**Placed standard cells**

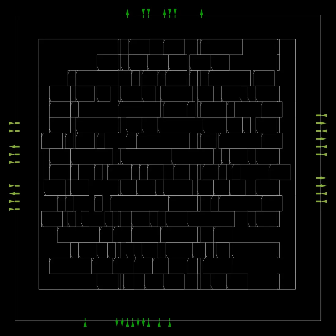
**Local utilization**

11 x 11 tiles, from white (low) to dark blue (high), 0 to 100% covered.
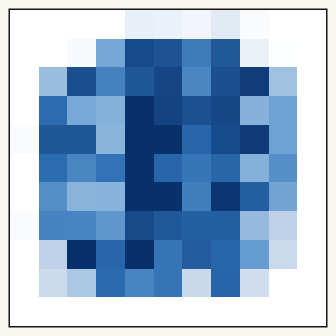
**The metal 3 layer**

The bar under the picture is 20 um long.
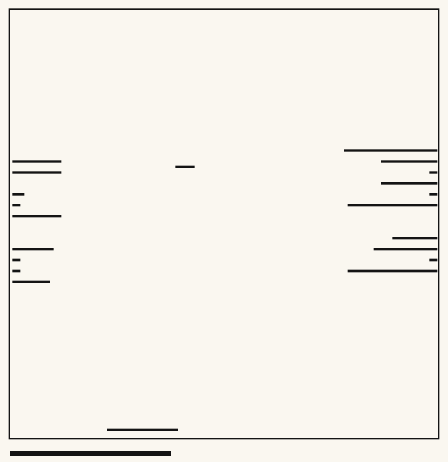
File: src/rtl/stream_arb_2to1.sv
// Packet-aware 2:1 round-robin stream arbiter with a registered output beat.
// Define STREAM_ARB_FIXED_PRIO_EN to make ch0 always win unlocked contention.
module stream_arb_2to1 #(
  parameter int data_width = 8
) (
  input  logic                  i_clk,
  input  logic                  i_rst,
  input  logic [data_width-1:0] i_data0,
  input  logic                  i_valid0,
  input  logic                  i_last0,
  output logic                  o_ready0,
  input  logic [data_width-1:0] i_data1,
  input  logic                  i_valid1,
  input  logic                  i_last1,
  output logic                  o_ready1,
  output logic [data_width-1:0] o_data,
  output logic                  o_valid,
  output logic                  o_last,
  output logic                  o_sel,
  input  logic                  i_ready
);

  typedef enum logic {
    IDLE   = 1'b0,
    LOCKED = 1'b1
  } lock_state_t;

  lock_state_t           lock_q, lock_d;
  logic                  lock_ch_q, lock_ch_d;
  logic                  prio_q, prio_d;
  logic                  o_valid_q, o_valid_d;
  logic [data_width-1:0] o_data_q, o_data_d;
  logic                  o_last_q, o_last_d;
  logic                  o_sel_q, o_sel_d;

  logic                  load;
  logic                  gnt_valid;
  logic                  gnt_ch;
  logic                  xfer;
  logic [data_width-1:0] xfer_data;
  logic                  xfer_last;

  // Grant selection: a held lock overrides contention and the pointer.
  always_comb begin
    gnt_valid = 1'b0;
    gnt_ch    = 1'b0;
    if (lock_q == LOCKED) begin
      gnt_valid = 1'b1;
      gnt_ch    = lock_ch_q;
    end else if (i_valid0 && i_valid1) begin
      gnt_valid = 1'b1;
      gnt_ch    = prio_q;
    end else if (i_valid0) begin
      gnt_valid = 1'b1;
      gnt_ch    = 1'b0;
    end else if (i_valid1) begin
      gnt_valid = 1'b1;
      gnt_ch    = 1'b1;
    end
  end

  assign load     = ~o_valid_q | i_ready;
  assign o_ready0 = ~i_rst & load & gnt_valid & ~gnt_ch;
  assign o_ready1 = ~i_rst & load & gnt_valid & gnt_ch;

  assign xfer      = (i_valid0 & o_ready0) | (i_valid1 & o_ready1);
  assign xfer_data = gnt_ch ? i_data1 : i_data0;
  assign xfer_last = gnt_ch ? i_last1 : i_last0;

  always_comb begin
    o_valid_d = o_valid_q;
    o_data_d  = o_data_q;
    o_last_d  = o_last_q;
    o_sel_d   = o_sel_q;
    lock_d    = lock_q;
    lock_ch_d = lock_ch_q;
    prio_d    = prio_q;

    if (xfer) begin
      o_valid_d = 1'b1;
      o_data_d  = xfer_data;
      o_last_d  = xfer_last;
      o_sel_d   = gnt_ch;
    end else if (i_ready) begin
      o_valid_d = 1'b0;
    end

    if (xfer) begin
      if (lock_q == IDLE && !xfer_last) begin
        lock_d    = LOCKED;
        lock_ch_d = gnt_ch;
      end else if (lock_q == LOCKED && xfer_last) begin
        lock_d = IDLE;
      end
    end

`ifdef STREAM_ARB_FIXED_PRIO_EN
    prio_d = 1'b0;
`else
    if (xfer && xfer_last) begin
      prio_d = ~gnt_ch;
    end
`endif
  end

  always_ff @(posedge i_clk) begin
    if (i_rst) begin
      o_valid_q <= 1'b0;
      o_data_q  <= '0;
      o_last_q  <= 1'b0;
      o_sel_q   <= 1'b0;
      lock_q    <= IDLE;
      lock_ch_q <= 1'b0;
      prio_q    <= 1'b0;
    end else begin
      o_valid_q <= o_valid_d;
      o_data_q  <= o_data_d;
      o_last_q  <= o_last_d;
      o_sel_q   <= o_sel_d;
      lock_q    <= lock_d;
      lock_ch_q <= lock_ch_d;
      prio_q    <= prio_d;
    end
  end

  assign o_valid = o_valid_q;
  assign o_data  = o_data_q;
  assign o_last  = o_last_q;
  assign o_sel   = o_sel_q;

endmodule

File: config.mk
export PLATFORM = sky130hd
export DESIGN_NAME = stream_arb_2to1
export DESIGN_NICKNAME = d
export VERILOG_FILES = /design/src/rtl/stream_arb_2to1.sv
export SDC_FILE = /design/constraint.sdc
export NUM_CORES = 1
export LEC_CHECK = 0
export CORE_MARGIN = 4
export CORE_UTILIZATION = 34
export CTS_CLUSTER_DIAMETER = 30
export CTS_CLUSTER_SIZE = 25
export DETAILED_ROUTE_END_ITERATION = 7
export GPL_TIMING_DRIVEN = 0
export HOLD_SLACK_MARGIN = 0.05
export PLACE_DENSITY = 0.73
export SLEW_MARGIN = 5
export SYNTH_ARGS = -nofsm -noshare
export SYNTH_HDL_FRONTEND = slang
export SYNTH_SLANG_ARGS = --single-unit
File: constraint.sdc
create_clock -name i_clk -period 1.57 [get_ports i_clk]
set_input_delay 0.157 -clock i_clk [delete_from_list [all_inputs] [get_ports i_clk]]
set_output_delay 0.157 -clock i_clk [all_outputs]
set_load 0.02 [all_outputs]
==> run_results.csv <==
group,metric,value,unit
run_status,status,"finished, violations left",
run_status,violated_checks,"negative setup slack",
layout,area_growth,86.1,%
routing,met3WireLength,101,um
place,post_dp_cell_area,1070,um^2
run,timing.max_cap.violations,0,
final_timing,worstMarginPinSlew,0.496,ns
synth,syn_area_per_cell,8.15,um^2
pwr,clock_power_share,22.8,%
critical_path,critical_path_peak_fanout,3,
synth,mux_area_share,2.89,%
place,post-dp-hpwl,1420,um
worst_hold_path,min-delay-start,"i_rst",
final_timing,setup_viol,3,
critical_path,setup.worst_path.class,"reg -> reg",
synth,syn-instance-count,85,
pwr,p_leak,0.522,nW
cts,cts_resized,25,
final_timing,timing.hold.ws,0.281,ns
grt,track_usage,16.7,%
final_timing,fin_setup_tns,-0.107,ns
synth,yosysWarnings,0,
final_timing,finalWorstSetupSlack,-0.0655,ns
synth,distinct_cell_type_count_after_synthesis,23,
worst_hold_path,holdPathEnd,"o_data[6]$_SDFFE_PP0P_",
pwr,largestPowerGroup,"combinational cells",
place,port_buffers,34,
grt,met2_usage,29.8,%
layout,fin_nets,160,
layout,layout.cells.most_common_list,"30 x sky130_fd_sc_hd__clkdlybuf4s50_1, 18 x sky130_fd_sc_hd__nand2_1, 14 x sky130_fd_sc_hd__nor2_1",
grt,grt_overflow_total,0,
critical_path,data_arrival_at_the_endpoint_of_the_critical_path,1.86,ns
pwr,internal_power,0.784,mW
layout,post_route_cells_drive_above_1_share,28.9,%
synth,yosys.area_share.adder,1.81,%
critical_path,crit-reg2reg-launch,"prio_q$_SDFFE_PP0P_",
worst_hold_path,timing.hold.worst_path_depth,2,
synth,yosys-stat-area,693,um^2
routing,route.antenna.remaining_nets,0,
floorplanning,chipArea,2820,um^2
final_timing,report.final.hold_viol_count,0,
critical_path,required_time_worst_endpoint,1.79,ns
grt,grt_util_met1,17.9,%
layout,finalInstanceArea,1290,um^2
floorplanning,die_h,53.2,um
final_timing,achievable-frequency,611,MHz
run,tool_warnings,28,
grt,grt_max_degree,11,
cts,tritoncts_clock_tree,"done",
worst_hold_path,worst_hold_path_type,"in -> reg",
routing,drc,0,
layout,antenna-diode-count,0,
synth,yosys.area_share.xor_xnor,0,%
synth,synth.comb.largest_family,"AND-OR/OR-AND gates",
synth,post_synth_ao_oa_area_fraction,24.7,%
pwr,total_switching_power,0.363,mW
pwr,power.share.switching,31.6,%
final_timing,final.min_clock_period,1.64,ns
cts,clock_path_buffers,2,
routing,routed_wire_length_on_met2,1130,um
synth,edf_count,0,
routing,detail_route.vias_per_cell,4.98,
layout,layout.cells.most_common,"sky130_fd_sc_hd__clkdlybuf4s50_1",
## Picture notes: 'placed standard cells'
num rows: 16
number of well taps: 27
flip-flops: 14
fraction of area in registers: 22.2%

## Picture notes: 'local utilization'
tiles over 75% full = 32%
nearly empty tiles = 30%
densest ninth of the die = middle
fullest tile = 100%
core utilization at floorplan: 35.7%
Final Util: 66.4%
floorplan core area: 1940 um^2

## Picture notes: 'the metal 3 layer'
main direction = horizontal
longest straight run = 11.3 um
share of all routed wire = 4.6%
wire length on this layer = 101 um
nets with wire on the layer = 20
Vias: 807
final wirelength: 2230 um

## layout make-up
type                       count  area, um^2  area share [%]
buffer                         5        40.0            3.10
inverter                       2        7.51           0.582
clock buffer                   4        36.3            2.81
timing repair buffer          47         435            33.8
sequential                    14         287            22.2
multi-input combinational     63         450            34.9
tap                           27        33.8            2.62
## per-stage QoR
stage	setup WS, ns	std cells	utilization [%]
5_1_grt	-0.168	162	66.4
3_5_place_dp	-0.709	146	55.2
6_report	-0.0655	162	66.4
2_1_floorplan	0.0405	85	-
3_3_place_gp	-0.728	146	55.2
4_1_cts	-0.107	156	61.3
## Yosys cell counts, types with 2 or more instances
master	count	area share, %
sky130_fd_sc_hd__nand2_1	18	9.7
sky130_fd_sc_hd__a21oi_1	3	2.2
sky130_fd_sc_hd__nor2_1	16	8.7
sky130_fd_sc_hd__a311oi_1	9	11
sky130_fd_sc_hd__inv_1	2	1.1
sky130_fd_sc_hd__nor2b_1	2	1.8
sky130_fd_sc_hd__a211o_1	2	2.5
sky130_fd_sc_hd__mux2i_1	2	2.9
sky130_fd_sc_hd__clkbuf_1	3	1.6
sky130_fd_sc_hd__dfxtp_1	14	40
sky130_fd_sc_hd__nand2b_1	2	1.8
## registers in the layout, indices dropped and copies added, names as in the netlist
register	count
o_sel	1
o_last	1
o_data	8
o_valid	1
prio_q	1
lock_q	1
lock_ch_q	1
## worst max-delay path: cells and delay by family, from the launching register on
| family | cells | cell delay (ns) |
|---|---|---|
| AOI/OAI and AO/OA | 2 | 0.43 |
| muxes | 1 | 0.26 |
| DFF | 1 | 0.34 |
| and+or+nand+nor | 2 | 0.20 |
| adders and majority gates | 1 | 0.15 |
| buffers and inverters | 2 | 0.21 |
## cells by family after synthesis
kind of cell	count (synthesis)
simple gates	41
flops	14
buf+inv	8
fa+ha+maj	1
mux	2
compound gates	19
Power figures rest on the tool's default switching activity, not on a simulated workload.
